File: src/rtl/fetch_unit_pkg.sv
// Shared types and constants for the instruction-fetch stage.
package fetch_unit_pkg;

  // Fetch request state: nothing in flight, request presented, or awaiting data.
  typedef enum logic [1:0] {
    ST_IDLE = 2'd0,
    ST_REQ  = 2'd1,
    ST_WAIT = 2'd2
  } fetch_state_e;

  localparam logic [31:0] NOP_INSTR = 32'h0000_0000;
  localparam logic [31:0] PC_INC    = 32'd4;

  // A buffered fetch is {instr, pc4}.
  localparam int ENTRY_W = 64;

  // Word-align a fetch address by clearing the byte-offset bits.
  function automatic logic [31:0] align_word(input logic [31:0] addr);
    return {addr[31:2], 2'b00};
  endfunction

endpackage

File: src/rtl/fetch_buffer.sv
// Small synchronous FIFO holding fetched {instr, pc4} entries.
// clear wins over push/pop; push and pop may occur together.
module fetch_buffer
  import fetch_unit_pkg::*;
#(
  parameter int BUF_DEPTH = 2
) (
  input  logic                       clk,
  input  logic                       rst,
  input  logic                       push,
  input  logic                       pop,
  input  logic                       clear,
  input  logic [ENTRY_W-1:0]         din,
  output logic [ENTRY_W-1:0]         dout,
  output logic                       empty,
  output logic [$clog2(BUF_DEPTH):0] count
);

  localparam int PTR_W = $clog2(BUF_DEPTH);
  localparam int CNT_W = PTR_W + 1;

  logic [ENTRY_W-1:0] mem_q [BUF_DEPTH];
  logic [ENTRY_W-1:0] mem_d [BUF_DEPTH];
  logic [PTR_W-1:0]   wr_ptr_q, wr_ptr_d;
  logic [PTR_W-1:0]   rd_ptr_q, rd_ptr_d;
  logic [CNT_W-1:0]   count_q, count_d;
  logic               full;
  logic               push_ok;
  logic               pop_ok;

  assign full  = (count_q == CNT_W'(BUF_DEPTH));
  assign empty = (count_q == '0);
  assign count = count_q;
  assign dout  = mem_q[rd_ptr_q];

  // Next pointers, occupancy and storage; a push into a full buffer is refused.
  always_comb begin
    mem_d    = mem_q;
    wr_ptr_d = wr_ptr_q;
    rd_ptr_d = rd_ptr_q;
    count_d  = count_q;
    push_ok  = push & (~full | pop);
    pop_ok   = pop & ~empty;
    if (clear) begin
      wr_ptr_d = '0;
      rd_ptr_d = '0;
      count_d  = '0;
    end else begin
      if (push_ok) begin
        mem_d[wr_ptr_q] = din;
        wr_ptr_d        = wr_ptr_q + 1'b1;
      end
      if (pop_ok) begin
        rd_ptr_d = rd_ptr_q + 1'b1;
      end
      case ({push_ok, pop_ok})
        2'b10:   count_d = count_q + 1'b1;
        2'b01:   count_d = count_q - 1'b1;
        default: count_d = count_q;
      endcase
    end
  end

  // Pointer and occupancy registers.
  always_ff @(posedge clk) begin
    if (!rst) begin
      wr_ptr_q <= '0;
      rd_ptr_q <= '0;
      count_q  <= '0;
    end else begin
      wr_ptr_q <= wr_ptr_d;
      rd_ptr_q <= rd_ptr_d;
      count_q  <= count_d;
    end
  end

  // Entry storage; contents are don't-care until written.
  always_ff @(posedge clk) begin
    mem_q <= mem_d;
  end

endmodule

File: src/rtl/fetch_unit.sv
// Instruction-fetch stage: owns the PC, reads instruction memory one word at
// a time and feeds the IF/ID register from a small fetch buffer.
//
// Memory handshake: a request transfers on a posedge where imem_req_valid and
// imem_req_ready are both high; imem_req_valid and imem_addr stay stable until
// then. The matching response is the first imem_rsp_valid sampled in WAIT,
// never in the same cycle as its request handshake.
module fetch_unit
  import fetch_unit_pkg::*;
#(
  parameter logic [31:0] RESET_PC  = 32'h0000_0000,
  parameter int          BUF_DEPTH = 2
) (
  input  logic         clk,
  input  logic         rst,
  input  logic         stall,
  input  logic         redirect_valid,
  input  logic [31:0]  redirect_target,
  output logic         imem_req_valid,
  input  logic         imem_req_ready,
  output logic [31:0]  imem_addr,
  input  logic         imem_rsp_valid,
  input  logic [31:0]  imem_rsp_data,
  output logic [31:0]  instr,
  output logic [31:0]  PCPlusFour,
  output logic         if_id_en,
  output logic         if_id_flush,
  output fetch_state_e dbg_state
);

  localparam int CNT_W = $clog2(BUF_DEPTH) + 1;

  fetch_state_e       state_q, state_d;
  logic [31:0]        pc_q, pc_d;
  logic [31:0]        req_addr_q, req_addr_d;
  logic               kill_q, kill_d;

  logic               buf_push;
  logic               buf_pop;
  logic               buf_clear;
  logic [ENTRY_W-1:0] buf_din;
  logic [ENTRY_W-1:0] buf_dout;
  logic               buf_empty;
  logic [CNT_W-1:0]   buf_count;
  logic [CNT_W:0]     cnt_next;
  logic               credit;
  logic               rsp_in_wait;
  logic [31:0]        redir_addr;
  logic [31:0]        next_fetch;

  fetch_buffer #(
    .BUF_DEPTH(BUF_DEPTH)
  ) u_buf (
    .clk  (clk),
    .rst  (rst),
    .push (buf_push),
    .pop  (buf_pop),
    .clear(buf_clear),
    .din  (buf_din),
    .dout (buf_dout),
    .empty(buf_empty),
    .count(buf_count)
  );

  // Buffer control and the credit check: a new request is only issued when
  // the slot its response will need is guaranteed free after this edge.
  always_comb begin
    redir_addr  = align_word(redirect_target);
    rsp_in_wait = (state_q == ST_WAIT) & imem_rsp_valid;
    buf_clear   = redirect_valid;
    buf_pop     = ~stall & ~redirect_valid & ~buf_empty;
    buf_push    = rsp_in_wait & ~kill_q & ~redirect_valid;
    buf_din     = {imem_rsp_data, req_addr_q + PC_INC};
    if (buf_clear) begin
      cnt_next = '0;
    end else begin
      case ({buf_push, buf_pop})
        2'b10:   cnt_next = {1'b0, buf_count} + 1'b1;
        2'b01:   cnt_next = {1'b0, buf_count} - 1'b1;
        default: cnt_next = {1'b0, buf_count};
      endcase
    end
    credit = (cnt_next < (CNT_W+1)'(BUF_DEPTH));
  end

  // Next-state logic: request sequencing, PC advance, redirect and kill.
  always_comb begin
    state_d    = state_q;
    pc_d       = pc_q;
    req_addr_d = req_addr_q;
    kill_d     = kill_q;
    next_fetch = redirect_valid ? redir_addr : pc_q;
    if (redirect_valid) begin
      pc_d = redir_addr;
    end
    case (state_q)
      ST_IDLE: begin
        if (credit) begin
          state_d    = ST_REQ;
          req_addr_d = next_fetch;
        end
      end
      ST_REQ: begin
        // A redirect cannot retract a presented request, so its data is marked stale.
        if (redirect_valid) begin
          kill_d = 1'b1;
        end
        if (imem_req_ready) begin
          state_d = ST_WAIT;
          // A stale request must not advance the redirected PC.
          if (!redirect_valid && !kill_q) begin
            pc_d = pc_q + PC_INC;
          end
        end
      end
      ST_WAIT: begin
        if (imem_rsp_valid) begin
          kill_d = 1'b0;
          if (credit) begin
            state_d    = ST_REQ;
            req_addr_d = next_fetch;
          end else begin
            state_d = ST_IDLE;
          end
        end else if (redirect_valid) begin
          kill_d = 1'b1;
        end
      end
      default: begin
        state_d = ST_IDLE;
      end
    endcase
  end

  // Fetch state registers.
  always_ff @(posedge clk) begin
    if (!rst) begin
      state_q    <= ST_IDLE;
      pc_q       <= RESET_PC;
      req_addr_q <= RESET_PC;
      kill_q     <= 1'b0;
    end else begin
      state_q    <= state_d;
      pc_q       <= pc_d;
      req_addr_q <= req_addr_d;
      kill_q     <= kill_d;
    end
  end

  // Output drive; everything is forced to its idle value while in reset.
  always_comb begin
    imem_req_valid = rst & (state_q == ST_REQ);
    imem_addr      = req_addr_q;
    instr          = (rst & ~buf_empty) ? buf_dout[63:32] : NOP_INSTR;
    PCPlusFour     = (rst & ~buf_empty) ? buf_dout[31:0] : 32'h0;
    if_id_en       = rst & ~stall;
    if_id_flush    = ~rst | redirect_valid | (~stall & buf_empty);
    dbg_state      = state_q;
  end

endmodule
File: config.mk
export PLATFORM = sky130hd
export DESIGN_NAME = fetch_unit
export DESIGN_NICKNAME = d
export VERILOG_FILES = /design/src/rtl/fetch_unit_pkg.sv /design/src/rtl/fetch_buffer.sv /design/src/rtl/fetch_unit.sv
export SDC_FILE = /design/constraint.sdc
export NUM_CORES = 1
export LEC_CHECK = 0
export CAP_MARGIN = 15
export CELL_PAD_IN_SITES_DETAIL_PLACEMENT = 1
export CELL_PAD_IN_SITES_GLOBAL_PLACEMENT = 1
export CORE_ASPECT_RATIO = 1.1
export CORE_MARGIN = 2
export CORE_UTILIZATION = 38
export CTS_CLUSTER_SIZE = 28
export DETAILED_ROUTE_END_ITERATION = 8
export GPL_ROUTABILITY_DRIVEN = 0
export PLACE_DENSITY_LB_ADDON = 0.08
export SLEW_MARGIN = 30
export SYNTH_ARGS = -nofsm -noshare
export SYNTH_HDL_FRONTEND = slang
export SYNTH_HIERARCHICAL = 1
export SYNTH_SLANG_ARGS = --single-unit
export TNS_END_PERCENT = 20
File: constraint.sdc
create_clock -name clk -period 11.4 [get_ports clk]
set_input_delay 3.42 -clock clk [delete_from_list [all_inputs] [get_ports clk]]
set_output_delay 3.42 -clock clk [all_outputs]
set_load 0.02 [all_outputs]
met2.png
The bar under the picture is 50 um long.
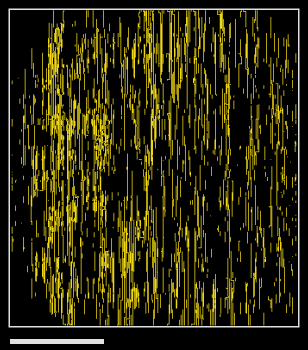
share of all routed wire: 49%
nets with wire on the layer: 919
main direction: vertical
longest straight run: 61.2 um
vias: 6,656
drt total wl: 24,100 um

final_congestion.png
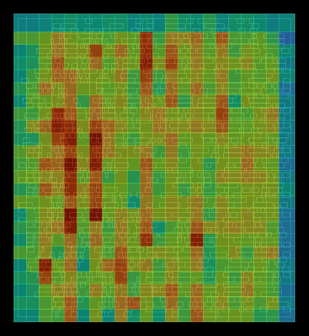
final routed wire length divided by cell count: 19.0 um
Overall Global Routing Usage: 0.186
GR Util met1: 0.242

==> qor_table.md <==
| Result | Value | Unit |
| --- | --- | --- |
| Endpoint arrival time on the critical path | 5.48 | ns |
| Power attributed to sequential cells | 0.000975 | W |
| Number of vias per cell | 5.25 | - |
| Prevailing post-synth register cell | edfxtp_1 | - |
| CTS Hold Bufs | 0 | - |
| Clock tree root buffer cell | clkbuf_16 | - |
| Post-Route Setup TNS | 0 | ns |
| Adder-cell share of the synthesized area | 0.0142 | - |
| Minimum period implied by the final worst setup slack | 8.90 | ns |
| Number of cells upsized or downsized after cts | 0 | - |
| Max Buffers Root-to-Sink | 2 | - |
| Result of the run | complete, no violations | - |
| Fraction of the cycle the final worst path needs | 0.781 | - |
| HPWL Detailed | 16,700 | um |
| Kind of critical path | input port to output pin | - |
| Number of flip-flops and latches in the synthesized netlist | 199 | - |
| Clock Power | 0.000597 | W |
| Via count of the first global-routing pass | 7,018 | - |
| Fill cell count | 2,527 | - |
| Tally of OpenROAD warnings | 32 | - |
| Sequential fraction of the synthesis area | 0.563 | - |
| Dominant combinational cell family by area after synthesis | simple AND/OR/NAND/NOR gates | - |
| Number of maximum-capacitance constraint violations | 0 | - |
| Net count reported at finish | 1,024 | - |
| Antenna diode instance count | 0 | - |
| Part of the total power dissipated in sequential elements | 0.468 | - |
| Min-Delay Path Class | flop to flop | - |
| Setup violations, final | 0 | - |
| Complex-gate fraction of the synthesized area | 0.0791 | - |
| Measured slew at the worst slew-check pin | 0.911 | ns |
| Simple logic cell fraction of the synthesized area | 0.163 | - |
| Internal power of the cells | 0.00139 | W |
| Worst setup margin | 2.50 | ns |
| TritonCTS Buffers | 17 | - |
| Width of the die | 154 | um |
| Final antenna-violating net count | 0 | - |
| Largest vdd supply drop | 0.0930 | mV |
met3.png
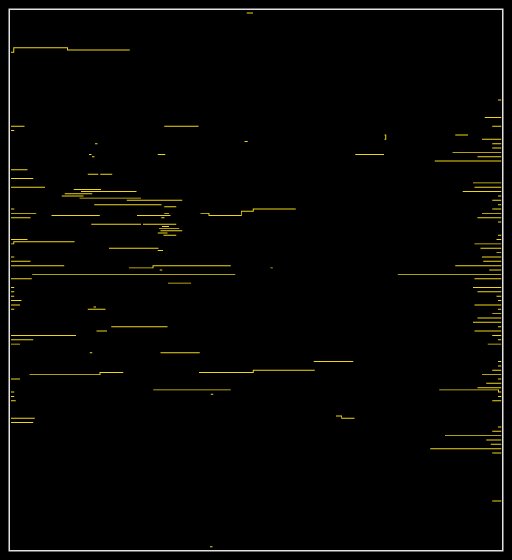
main direction: horizontal
nets with wire on the layer: 123
wire length on this layer: 1,050 um
share of all routed wire: 4.4%
longest straight run: 63.0 um
global-route met3 utilization: 0.0348

-- logic make-up (layout without fill, tap and decap cells) --
logic type | count (synthesis) | after routing
compound gates | 97 | 97
xor+xnor | 46 | 46
fa+ha+maj | 10 | 10
buf+inv | 61 | 229
flops | 199 | 199
mux | 90 | 90
simple gates | 286 | 286
-- metal layers --
metal / up-vias / global-route usage / wire, um
li1: 3167 / - / -
met5: - / 0 / 0
met3: 26 / 0.0348 / 1050
met4: 0 / 0.0638 / 510
met2: 174 / 0.313 / 11700
met1: 3289 / 0.242 / 10800
-- area by class of cell --
type,count,area [sq um],share of cell area
flip-flops and latches,199,5270,0.442
multi-input cells,529,3820,0.321
repair buffers,178,1770,0.148
clock buffers,17,425,0.0357
clock inverters,15,166,0.0140
well taps,310,388,0.0326
inverters,19,71.3,0.00599
-- cells in the final DEF, fill, tap and decap left out, types with 6 or more instances in the layout --
master           Yosys  layout
clkdlybuf4s50_1      0     166
edfxtp_1           128     128
nand2_1             78      78
dfxtp_1             71      70
and2_1              69      69
mux2_1              50      50
nor2_1              36      35
nand3_1             31      31
xnor2_1             26      26
o211a_1             26      26
mux2i_1             22      22
xor2_1              20      20
inv_1               18      18
mux2_2              17      17
clkbuf_16            0      17
nand4_1             15      15
and3_1              14      14
o21ai_0             14      14
a21oi_1             13      13
ha_1                 9       9
buf_4                3       9
nor3_1              10       8
a211oi_1             7       7
nor2b_1              6       6
-- synth_stat cells, drive strengths merged (7+ instances only) --
cell | number | area (sq um)
inv | 19 | 71.3
xnor2 | 26 | 228
nor4 | 7 | 65.1
o211a | 26 | 260
edfxtp | 128 | 3840
ha | 9 | 113
a211oi | 7 | 52.6
buf | 23 | 151
xor2 | 20 | 175
and3 | 15 | 95.1
and2 | 71 | 445
dfxtp | 71 | 1420
nor2 | 36 | 135
mux2i | 22 | 220
nand4 | 16 | 115
mux2 | 68 | 769
nand2 | 79 | 304
a21oi | 14 | 73.8
clkbuf | 19 | 71.3
o21ai | 15 | 75.1
nor3 | 11 | 60.1
nand3 | 31 | 155
-- final timing paths --
kind | end | slack [ns] | cells after the start
hold / removal | pc_q[0] | 0.48 | 1
setup / recovery | PCPlusFour[7] | 2.50 | 7
hold reg to reg | pc_q[0] | 0.48 | 1
setup reg to reg | imem_addr[22] | 7.89 | 12
-- worst max-delay path, cell delays in order --
cell and delay (ns):
buf_2 0.09, inv_1 0.03, buf_4 0.19, nor2_4 0.59, buf_4 0.37, and2_1 0.17
clkdlybuf4s50_1 0.60
-- flip-flops by register name (all words and copies together), names as in the netlist --
signal	count
u_buf/mem_q	128
u_buf/wr_ptr_q	1
pc_q	32
kill_q	1
u_buf/count	2
imem_addr	32
dbg_state	2
u_buf/rd_ptr_q	1
-- stage by stage --
stage	total power (W)	hold slack, ns	cells	cell area, sq um
floorplan	0.00125	0.428	789	9350
global placement	0.00148	0.442	1234	11300
detailed placement	0.00151	0.453	1234	11300
CTS	0.00211	0.479	1266	11900
global route	0.00218	0.508	1267	11900
finish	0.00208	0.477	1267	11900
Power is estimated from default activity; no workload was simulated.
